**config.mk**
```make
export PLATFORM = sky130hd
export DESIGN_NAME = pifo_io_arbiter_flat
export DESIGN_NICKNAME = d
export VERILOG_FILES = /design/src/rtl/pifo_io_arbiter_if.sv /design/src/rtl/pifo_io_arbiter.sv /design/src/flat_wrapper.sv
export SDC_FILE = /design/constraint.sdc
export NUM_CORES = 2
export LEC_CHECK = 0
export ABC_AREA = 1
export CAP_MARGIN = 20
export CORE_ASPECT_RATIO = 1.5
export CORE_UTILIZATION = 52
export CTS_CLUSTER_SIZE = 40
export DETAILED_ROUTE_END_ITERATION = 8
export GPL_TIMING_DRIVEN = 1
export PLACE_DENSITY = 0.76
export SLEW_MARGIN = 20
export SYNTH_ARGS = -nofsm -noshare
export SYNTH_HDL_FRONTEND = slang
export SYNTH_SLANG_ARGS = --single-unit
```
**constraint.sdc**
```tcl
create_clock -name i_clk -period 4.05 [get_ports i_clk]
set_input_delay 0.405 -clock i_clk [delete_from_list [all_inputs] [get_ports i_clk]]
set_output_delay 0.405 -clock i_clk [all_outputs]
set_load 0.005 [all_outputs]
```
**src/rtl/pifo_io_arbiter_if.sv**
```systemverilog
// rtl/pifo_io_arbiter_if.sv - host push/pop and PIFO-side signal bundle for pifo_io_arbiter
// Purpose: groups every non-clock/reset signal of pifo_io_arbiter.
// Ports (as seen from the arbiter, modport slave):
//   host push : i_push_valid/o_push_ready per channel, i_push_tree_id, i_push_data
//   host pop  : i_pop_valid/o_pop_ready, i_pop_tree_id, o_pop_valid/o_pop_tree_id/o_pop_data,
//               o_pop_timeout, o_resp_err, o_tree_empty
//   PIFO push : pifo_push_o, pifo_push_tree_id_o, pifo_push_data_o, pifo_full_i
//   PIFO pop  : pifo_pop_o, pifo_pop_tree_id_o, pifo_pop_valid_i, pifo_pop_tree_id_i, pifo_pop_data_i
// Modport master is the mirror image used by whatever drives the arbiter inputs.
interface pifo_io_arbiter_if #(
  parameter int PTW      = 16,
  parameter int MTW      = 32,
  parameter int PLW      = 12,
  parameter int TREE_NUM = 4,
  parameter int NCH      = 4
);
  localparam int DW  = MTW + PTW + PLW;
  localparam int TNB = (TREE_NUM > 1) ? $clog2(TREE_NUM) : 1;

  logic [NCH-1:0]      i_push_valid;
  logic [NCH-1:0]      o_push_ready;
  logic [NCH*TNB-1:0]  i_push_tree_id;
  logic [NCH*DW-1:0]   i_push_data;
  logic                i_pop_valid;
  logic [TNB-1:0]      i_pop_tree_id;
  logic                o_pop_ready;
  logic                o_pop_valid;
  logic [TNB-1:0]      o_pop_tree_id;
  logic [DW-1:0]       o_pop_data;
  logic                o_pop_timeout;
  logic                o_resp_err;
  logic [TREE_NUM-1:0] o_tree_empty;
  logic                pifo_push_o;
  logic [TNB-1:0]      pifo_push_tree_id_o;
  logic [DW-1:0]       pifo_push_data_o;
  logic                pifo_full_i;
  logic                pifo_pop_o;
  logic [TNB-1:0]      pifo_pop_tree_id_o;
  logic                pifo_pop_valid_i;
  logic [TNB-1:0]      pifo_pop_tree_id_i;
  logic [DW-1:0]       pifo_pop_data_i;

  modport slave (
    input  i_push_valid, i_push_tree_id, i_push_data, i_pop_valid, i_pop_tree_id,
           pifo_full_i, pifo_pop_valid_i, pifo_pop_tree_id_i, pifo_pop_data_i,
    output o_push_ready, o_pop_ready, o_pop_valid, o_pop_tree_id, o_pop_data, o_pop_timeout,
           o_resp_err, o_tree_empty, pifo_push_o, pifo_push_tree_id_o, pifo_push_data_o,
           pifo_pop_o, pifo_pop_tree_id_o
  );

  modport master (
    output i_push_valid, i_push_tree_id, i_push_data, i_pop_valid, i_pop_tree_id,
           pifo_full_i, pifo_pop_valid_i, pifo_pop_tree_id_i, pifo_pop_data_i,
    input  o_push_ready, o_pop_ready, o_pop_valid, o_pop_tree_id, o_pop_data, o_pop_timeout,
           o_resp_err, o_tree_empty, pifo_push_o, pifo_push_tree_id_o, pifo_push_data_o,
           pifo_pop_o, pifo_pop_tree_id_o
  );
endinterface

```
**src/rtl/pifo_io_arbiter.sv**
```systemverilog
// rtl/pifo_io_arbiter.sv - multi-channel ingress FIFOs, RR push arbiter and pop FSM for the PIFO
// Purpose: buffers NCH push channels, round-robins them onto the single PIFO push port, tracks
//   per-tree occupancy and runs a one-outstanding pop request with response timeout.
// Ports: i_clk, i_arst_n (async active-low), io (pifo_io_arbiter_if.slave, all host/PIFO signals).
module pifo_io_arbiter #(
  parameter int PTW      = 16,
  parameter int MTW      = 32,
  parameter int PLW      = 12,
  parameter int TREE_NUM = 4,
  parameter int NCH      = 4,
  parameter int IQ_DEPTH = 4,
  parameter int CTW      = 10,
  parameter int TMO      = 64
) (
  input  logic             i_clk,
  input  logic             i_arst_n,
  pifo_io_arbiter_if.slave io
);
  localparam int DW  = MTW + PTW + PLW;
  localparam int TNB = (TREE_NUM > 1) ? $clog2(TREE_NUM) : 1;
  localparam int CHB = $clog2(NCH);
  localparam int QAW = $clog2(IQ_DEPTH);
  localparam int QCW = QAW + 1;
  localparam int TW  = $clog2(TMO);
  localparam logic [CTW-1:0] OCC_MAX = '1;

  typedef enum logic {S_IDLE, S_WAIT} state_e;

  logic [TNB-1:0] iq_tree_q [NCH][IQ_DEPTH];
  logic [DW-1:0]  iq_data_q [NCH][IQ_DEPTH];
  logic [QAW-1:0] wr_ptr_q  [NCH];
  logic [QAW-1:0] rd_ptr_q  [NCH];
  logic [QCW-1:0] cnt_q     [NCH];
  logic [CTW-1:0] occ_q     [TREE_NUM];
  logic [CHB-1:0] rr_q;

  logic           push_q;
  logic [TNB-1:0] push_tree_q;
  logic [DW-1:0]  push_data_q;

  state_e         state_q, state_d;
  logic [TW-1:0]  timer_q;
  logic           pifo_pop_q;
  logic [TNB-1:0] pifo_pop_tree_q;
  logic           pop_valid_q, pop_timeout_q, resp_err_q;
  logic [TNB-1:0] pop_tree_q;
  logic [DW-1:0]  pop_data_q;

  logic [NCH-1:0]      ready, wr_en, rd_en, eligible;
  logic                grant_vld;
  logic [CHB-1:0]      grant_idx;
  logic [TNB-1:0]      grant_tree;
  logic [TREE_NUM-1:0] occ_inc, occ_dec, empty;
  logic                pop_ready, pop_accept, resp_take, tmo_hit, dec_underflow;

  // Ready comes from the registered count only, so a full FIFO never accepts even while draining.
  always_comb begin
    for (int c = 0; c < NCH; c++) begin
      ready[c]    = (cnt_q[c] != QCW'(IQ_DEPTH));
      wr_en[c]    = io.i_push_valid[c] && ready[c];
      eligible[c] = (cnt_q[c] != '0) && (occ_q[iq_tree_q[c][rd_ptr_q[c]]] != OCC_MAX);
    end
  end

  // First eligible channel at or after the RR pointer, with explicit wrap for non-power-of-2 NCH.
  always_comb begin
    logic [CHB:0] s;
    grant_vld = 1'b0;
    grant_idx = '0;
    s         = '0;
    for (int k = 0; k < NCH; k++) begin
      s = {1'b0, rr_q} + (CHB+1)'(k);
      if (s >= (CHB+1)'(NCH)) s = s - (CHB+1)'(NCH);
      if (!grant_vld && eligible[s[CHB-1:0]]) begin
        grant_vld = 1'b1;
        grant_idx = s[CHB-1:0];
      end
    end
    if (io.pifo_full_i) grant_vld = 1'b0;
    grant_tree = iq_tree_q[grant_idx][rd_ptr_q[grant_idx]];
    for (int c = 0; c < NCH; c++) rd_en[c] = grant_vld && (grant_idx == CHB'(c));
  end

  always_ff @(posedge i_clk) begin
    for (int c = 0; c < NCH; c++) begin
      if (wr_en[c]) begin
        iq_tree_q[c][wr_ptr_q[c]] <= io.i_push_tree_id[c*TNB +: TNB];
        iq_data_q[c][wr_ptr_q[c]] <= io.i_push_data[c*DW +: DW];
      end
    end
  end

  always_ff @(posedge i_clk or negedge i_arst_n) begin
    if (!i_arst_n) begin
      for (int c = 0; c < NCH; c++) begin
        wr_ptr_q[c] <= '0;
        rd_ptr_q[c] <= '0;
        cnt_q[c]    <= '0;
      end
      rr_q        <= '0;
      push_q      <= 1'b0;
      push_tree_q <= '0;
      push_data_q <= '0;
    end else begin
      for (int c = 0; c < NCH; c++) begin
        if (wr_en[c]) wr_ptr_q[c] <= wr_ptr_q[c] + 1'b1;
        if (rd_en[c]) rd_ptr_q[c] <= rd_ptr_q[c] + 1'b1;
        cnt_q[c] <= cnt_q[c] + QCW'(wr_en[c]) - QCW'(rd_en[c]);
      end
      push_q <= grant_vld;
      if (grant_vld) begin
        push_tree_q <= grant_tree;
        push_data_q <= iq_data_q[grant_idx][rd_ptr_q[grant_idx]];
        rr_q        <= (grant_idx == CHB'(NCH-1)) ? '0 : grant_idx + 1'b1;
      end
    end
  end

  // Occupancy: a push and a pop response on the same tree cancel; a decrement at zero is dropped.
  always_comb begin
    for (int t = 0; t < TREE_NUM; t++) begin
      occ_inc[t] = grant_vld && (grant_tree == TNB'(t));
      occ_dec[t] = resp_take && (io.pifo_pop_tree_id_i == TNB'(t));
      empty[t]   = (occ_q[t] == '0);
    end
    dec_underflow = resp_take && (occ_q[io.pifo_pop_tree_id_i] == '0) &&
                    !(grant_vld && (grant_tree == io.pifo_pop_tree_id_i));
  end

  always_ff @(posedge i_clk or negedge i_arst_n) begin
    if (!i_arst_n) begin
      for (int t = 0; t < TREE_NUM; t++) occ_q[t] <= '0;
    end else begin
      for (int t = 0; t < TREE_NUM; t++) begin
        if (occ_inc[t] && !occ_dec[t]) occ_q[t] <= occ_q[t] + 1'b1;
        else if (occ_dec[t] && !occ_inc[t] && (occ_q[t] != '0)) occ_q[t] <= occ_q[t] - 1'b1;
      end
    end
  end

  // Pop FSM: one request outstanding; responses seen while IDLE are dropped.
  always_comb begin
    state_d    = state_q;
    pop_ready  = 1'b0;
    pop_accept = 1'b0;
    resp_take  = 1'b0;
    tmo_hit    = 1'b0;
    case (state_q)
      S_IDLE: begin
        pop_ready = (occ_q[io.i_pop_tree_id] != '0);
        if (io.i_pop_valid && pop_ready) begin
          pop_accept = 1'b1;
          state_d    = S_WAIT;
        end
      end
      S_WAIT: begin
        if (io.pifo_pop_valid_i) begin
          resp_take = 1'b1;
          state_d   = S_IDLE;
        end else if (timer_q == TW'(TMO-1)) begin
          tmo_hit = 1'b1;
          state_d = S_IDLE;
        end
      end
      default: state_d = S_IDLE;
    endcase
  end

  always_ff @(posedge i_clk or negedge i_arst_n) begin
    if (!i_arst_n) begin
      state_q         <= S_IDLE;
      timer_q         <= '0;
      pifo_pop_q      <= 1'b0;
      pifo_pop_tree_q <= '0;
      pop_valid_q     <= 1'b0;
      pop_tree_q      <= '0;
      pop_data_q      <= '0;
      pop_timeout_q   <= 1'b0;
      resp_err_q      <= 1'b0;
    end else begin
      state_q       <= state_d;
      pifo_pop_q    <= pop_accept;
      pop_valid_q   <= resp_take;
      pop_timeout_q <= tmo_hit;
      if (pop_accept) begin
        pifo_pop_tree_q <= io.i_pop_tree_id;
        timer_q         <= '0;
      end else if (state_q == S_WAIT) begin
        timer_q <= timer_q + 1'b1;
      end
      if (resp_take) begin
        pop_tree_q <= io.pifo_pop_tree_id_i;
        pop_data_q <= io.pifo_pop_data_i;
      end
      // pifo_pop_tree_q still holds the request id while waiting for its response.
      if ((resp_take && (io.pifo_pop_tree_id_i != pifo_pop_tree_q)) || dec_underflow)
        resp_err_q <= 1'b1;
    end
  end

  assign io.o_push_ready        = ready;
  assign io.o_tree_empty        = empty;
  assign io.o_pop_ready         = pop_ready;
  assign io.o_pop_valid         = pop_valid_q;
  assign io.o_pop_tree_id       = pop_tree_q;
  assign io.o_pop_data          = pop_data_q;
  assign io.o_pop_timeout       = pop_timeout_q;
  assign io.o_resp_err          = resp_err_q;
  assign io.pifo_push_o         = push_q;
  assign io.pifo_push_tree_id_o = push_tree_q;
  assign io.pifo_push_data_o    = push_data_q;
  assign io.pifo_pop_o          = pifo_pop_q;
  assign io.pifo_pop_tree_id_o  = pifo_pop_tree_q;
endmodule

```
**src/flat_wrapper.sv**
```systemverilog
// flat-port wrapper written by rule: the top's interface ports become plain ports
module pifo_io_arbiter_flat 
#(
  parameter int PTW      = 16,
  parameter int MTW      = 32,
  parameter int PLW      = 12,
  parameter int TREE_NUM = 4,
  parameter int NCH      = 4,
  parameter int IQ_DEPTH = 4,
  parameter int CTW      = 10,
  parameter int TMO      = 64
)
  (i_clk, i_arst_n, io_i_push_valid, io_i_push_tree_id, io_i_push_data, io_i_pop_valid, io_i_pop_tree_id, io_pifo_full_i, io_pifo_pop_valid_i, io_pifo_pop_tree_id_i, io_pifo_pop_data_i, io_o_push_ready, io_o_pop_ready, io_o_pop_valid, io_o_pop_tree_id, io_o_pop_data, io_o_pop_timeout, io_o_resp_err, io_o_tree_empty, io_pifo_push_o, io_pifo_push_tree_id_o, io_pifo_push_data_o, io_pifo_pop_o, io_pifo_pop_tree_id_o);
  pifo_io_arbiter_if #(.PTW(PTW), .MTW(MTW), .PLW(PLW), .TREE_NUM(TREE_NUM), .NCH(NCH)) io_i ();
  input  logic i_clk;
  input  logic i_arst_n;
  input wire logic [$bits(io_i.i_push_valid)-1:0] io_i_push_valid;
  input wire logic [$bits(io_i.i_push_tree_id)-1:0] io_i_push_tree_id;
  input wire logic [$bits(io_i.i_push_data)-1:0] io_i_push_data;
  input wire logic [$bits(io_i.i_pop_valid)-1:0] io_i_pop_valid;
  input wire logic [$bits(io_i.i_pop_tree_id)-1:0] io_i_pop_tree_id;
  input wire logic [$bits(io_i.pifo_full_i)-1:0] io_pifo_full_i;
  input wire logic [$bits(io_i.pifo_pop_valid_i)-1:0] io_pifo_pop_valid_i;
  input wire logic [$bits(io_i.pifo_pop_tree_id_i)-1:0] io_pifo_pop_tree_id_i;
  input wire logic [$bits(io_i.pifo_pop_data_i)-1:0] io_pifo_pop_data_i;
  output wire logic [$bits(io_i.o_push_ready)-1:0] io_o_push_ready;
  output wire logic [$bits(io_i.o_pop_ready)-1:0] io_o_pop_ready;
  output wire logic [$bits(io_i.o_pop_valid)-1:0] io_o_pop_valid;
  output wire logic [$bits(io_i.o_pop_tree_id)-1:0] io_o_pop_tree_id;
  output wire logic [$bits(io_i.o_pop_data)-1:0] io_o_pop_data;
  output wire logic [$bits(io_i.o_pop_timeout)-1:0] io_o_pop_timeout;
  output wire logic [$bits(io_i.o_resp_err)-1:0] io_o_resp_err;
  output wire logic [$bits(io_i.o_tree_empty)-1:0] io_o_tree_empty;
  output wire logic [$bits(io_i.pifo_push_o)-1:0] io_pifo_push_o;
  output wire logic [$bits(io_i.pifo_push_tree_id_o)-1:0] io_pifo_push_tree_id_o;
  output wire logic [$bits(io_i.pifo_push_data_o)-1:0] io_pifo_push_data_o;
  output wire logic [$bits(io_i.pifo_pop_o)-1:0] io_pifo_pop_o;
  output wire logic [$bits(io_i.pifo_pop_tree_id_o)-1:0] io_pifo_pop_tree_id_o;
  assign io_i.i_push_valid = io_i_push_valid;
  assign io_i.i_push_tree_id = io_i_push_tree_id;
  assign io_i.i_push_data = io_i_push_data;
  assign io_i.i_pop_valid = io_i_pop_valid;
  assign io_i.i_pop_tree_id = io_i_pop_tree_id;
  assign io_i.pifo_full_i = io_pifo_full_i;
  assign io_i.pifo_pop_valid_i = io_pifo_pop_valid_i;
  assign io_i.pifo_pop_tree_id_i = io_pifo_pop_tree_id_i;
  assign io_i.pifo_pop_data_i = io_pifo_pop_data_i;
  assign io_o_push_ready = io_i.o_push_ready;
  assign io_o_pop_ready = io_i.o_pop_ready;
  assign io_o_pop_valid = io_i.o_pop_valid;
  assign io_o_pop_tree_id = io_i.o_pop_tree_id;
  assign io_o_pop_data = io_i.o_pop_data;
  assign io_o_pop_timeout = io_i.o_pop_timeout;
  assign io_o_resp_err = io_i.o_resp_err;
  assign io_o_tree_empty = io_i.o_tree_empty;
  assign io_pifo_push_o = io_i.pifo_push_o;
  assign io_pifo_push_tree_id_o = io_i.pifo_push_tree_id_o;
  assign io_pifo_push_data_o = io_i.pifo_push_data_o;
  assign io_pifo_pop_o = io_i.pifo_pop_o;
  assign io_pifo_pop_tree_id_o = io_i.pifo_pop_tree_id_o;
  pifo_io_arbiter #(.PTW(PTW), .MTW(MTW), .PLW(PLW), .TREE_NUM(TREE_NUM), .NCH(NCH), .IQ_DEPTH(IQ_DEPTH), .CTW(CTW), .TMO(TMO)) u_core (.i_clk(i_clk), .i_arst_n(i_arst_n), .io(io_i));
endmodule
```
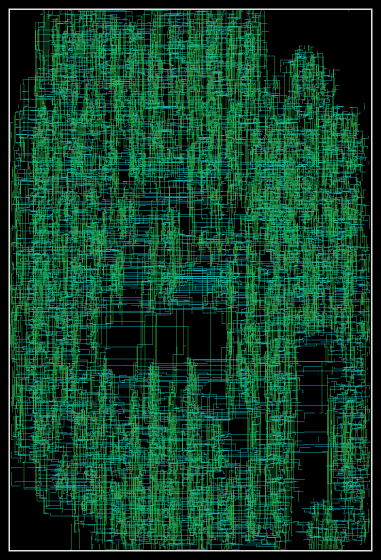
(wiring by layer)
Only two layers are drawn.
Key: cyan = metal 1 [wire length 53.3 mm]; green = metal 2 [wire length 76.0 mm]

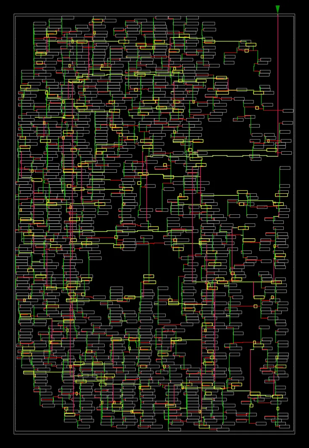
(clock wiring as the flow saved it)
num sequential: 1,200
CTS Buf Count: 109

==> Slide: Implementation Results <==
Flow Results at a Glance

Status
  – Failing checks: setup timing
  – Status: finished, violations left

Floorplan
  – I/O Pins: 461
  – Initial Util: 52.47%
  – Die Y: 380.1 um
  – FP Rows: 138
  – Core area: 94,450 um2

Final layout
  – Data buffer area share: 12.49%
  – Logic area: 14,080 um2
  – Flop share of the area: 55.62%
  – Nets@finish: 5,279

Synth
  – Xor/xnor share: 0.9720%
  – Most used flip-flop cell: edfxtp_1
  – Top cells by area: edfxtp_1, dfrtp_1, nor2_1
  – Syn Inst Count: 4,233
  – Syn Area/Cell: 11.71 um2
  – Number of synthesized flops with an enable pin: 992
  – Aoi share: 11.12%
  – Warnings from Yosys: 0
  – Synthesized-area fraction occupied by adder cells: 1.863%
  – Floorplan net count: 4,623

Worst setup path
  – R2R cell count: 40
  – CP Data Required Time: 4670 ps
  – Most numerous cell on the critical path: nand2_2

STA
  – Setup ws final: -932.2 ps
  – Final period utilization: 123.0%
  – Final tally of setup violations: 42

Placed design
  – Cell area after placement: 57,220 um2
  – Gpl congestion: 0.9123

CTS
  – Root Buffer: clkbuf_16
  – H-tree depth: 3
  – Clk sink count: 1,200
  – Setup bufs post-CTS: 44
  – Hold Buf Count CTS: 1
  – CTS Buffer Depth: 3

Route
  – Final ANT Viol Nets: 0
  – Drt drc: 0
  – Avg WL per Cell: 24.51 um

Global routing
  – Initial antenna violation count: 41
  – Number of global-route vias before repair: 36,619

Flow run
  – Max cap viols: 0
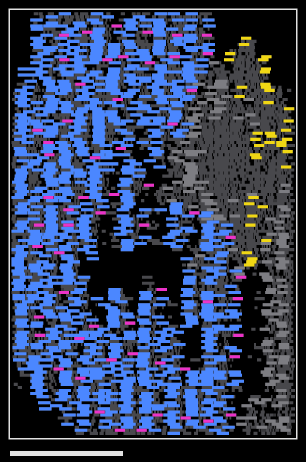
(sequential cells colored by netlist name)
Bar = 100 um. Other sequential cells in the stronger gray, the rest of the logic in the fainter gray.
Key: blue = `u_core.iq_data_q` [sequential cells 960]; magenta = `u_core.io.pifo_push_data_o` [sequential cells 60]; yellow = `u_core.occ_q` [sequential cells 40]

path summary, 6_finish.rpt:
path,startpoint,slack (ps),endpoint
hold / removal,io_pifo_pop_data_i[59],220,u_core.io.o_pop_data[59]$_DFFE_PN0P_
hold reg to reg,u_core.io.o_pop_data[53]$_DFFE_PN0P_,480,u_core.io.o_pop_data[53]$_DFFE_PN0P_
setup / recovery,u_core.occ_q[25]$_DFFE_PN0P_,-930,u_core.occ_q[39]$_DFFE_PN0P_
setup reg to reg,u_core.occ_q[25]$_DFFE_PN0P_,-930,u_core.occ_q[39]$_DFFE_PN0P_
max in group asynchronous,i_arst_n,2760,u_core.io.pifo_push_data_o[30]$_DFFE_PN0P_
min in group asynchronous,i_arst_n,330,u_core.rr_q[1]$_DFFE_PN0P_
placed cells by master, fill, tap and decap left out, drive strengths merged, types with 2 or more instances in the layout:
cell type      netlist  routed
o21a                 3       3
nand4               26      26
xnor2               19      19
clkinv               0      27
dfrtp              208     208
a211oi               2       2
ha                  61      61
inv                161     168
nor2               891     891
clkinvlp             0      15
diode                0      19
nand3               99      99
a31oi               60      60
fa                   8       8
buf                 77     320
nor4                 5       5
clkdlybuf4s50        0     459
nand3b               8       8
edfxtp             992     992
o31ai                5       5
o21ai              640     641
nand2              458     458
bufinv               0      11
o22ai              241     241
clkbuf             166     155
nor3                 2       2
a21oi               62      62
xor2                36      36
cells by family after synthesis:
kind of cell | count (synthesis)
and+or+nand+nor | 1490
AOI/OAI and AO/OA | 1015
adders and majority gates | 69
xor gates and xnor gates | 55
DFF | 1200
buffers and inverters | 404
routing by layer:
metal | vias up | share of wire [%] | GRT usage (%)
met3 | 525 | 11 | 7.511
li1 | 16362 | - | -
met2 | 2189 | 50 | 50.97
met4 | 44 | 5.1 | 17.06
met5 | - | 0.20 | 0
met1 | 18091 | 35 | 36.13
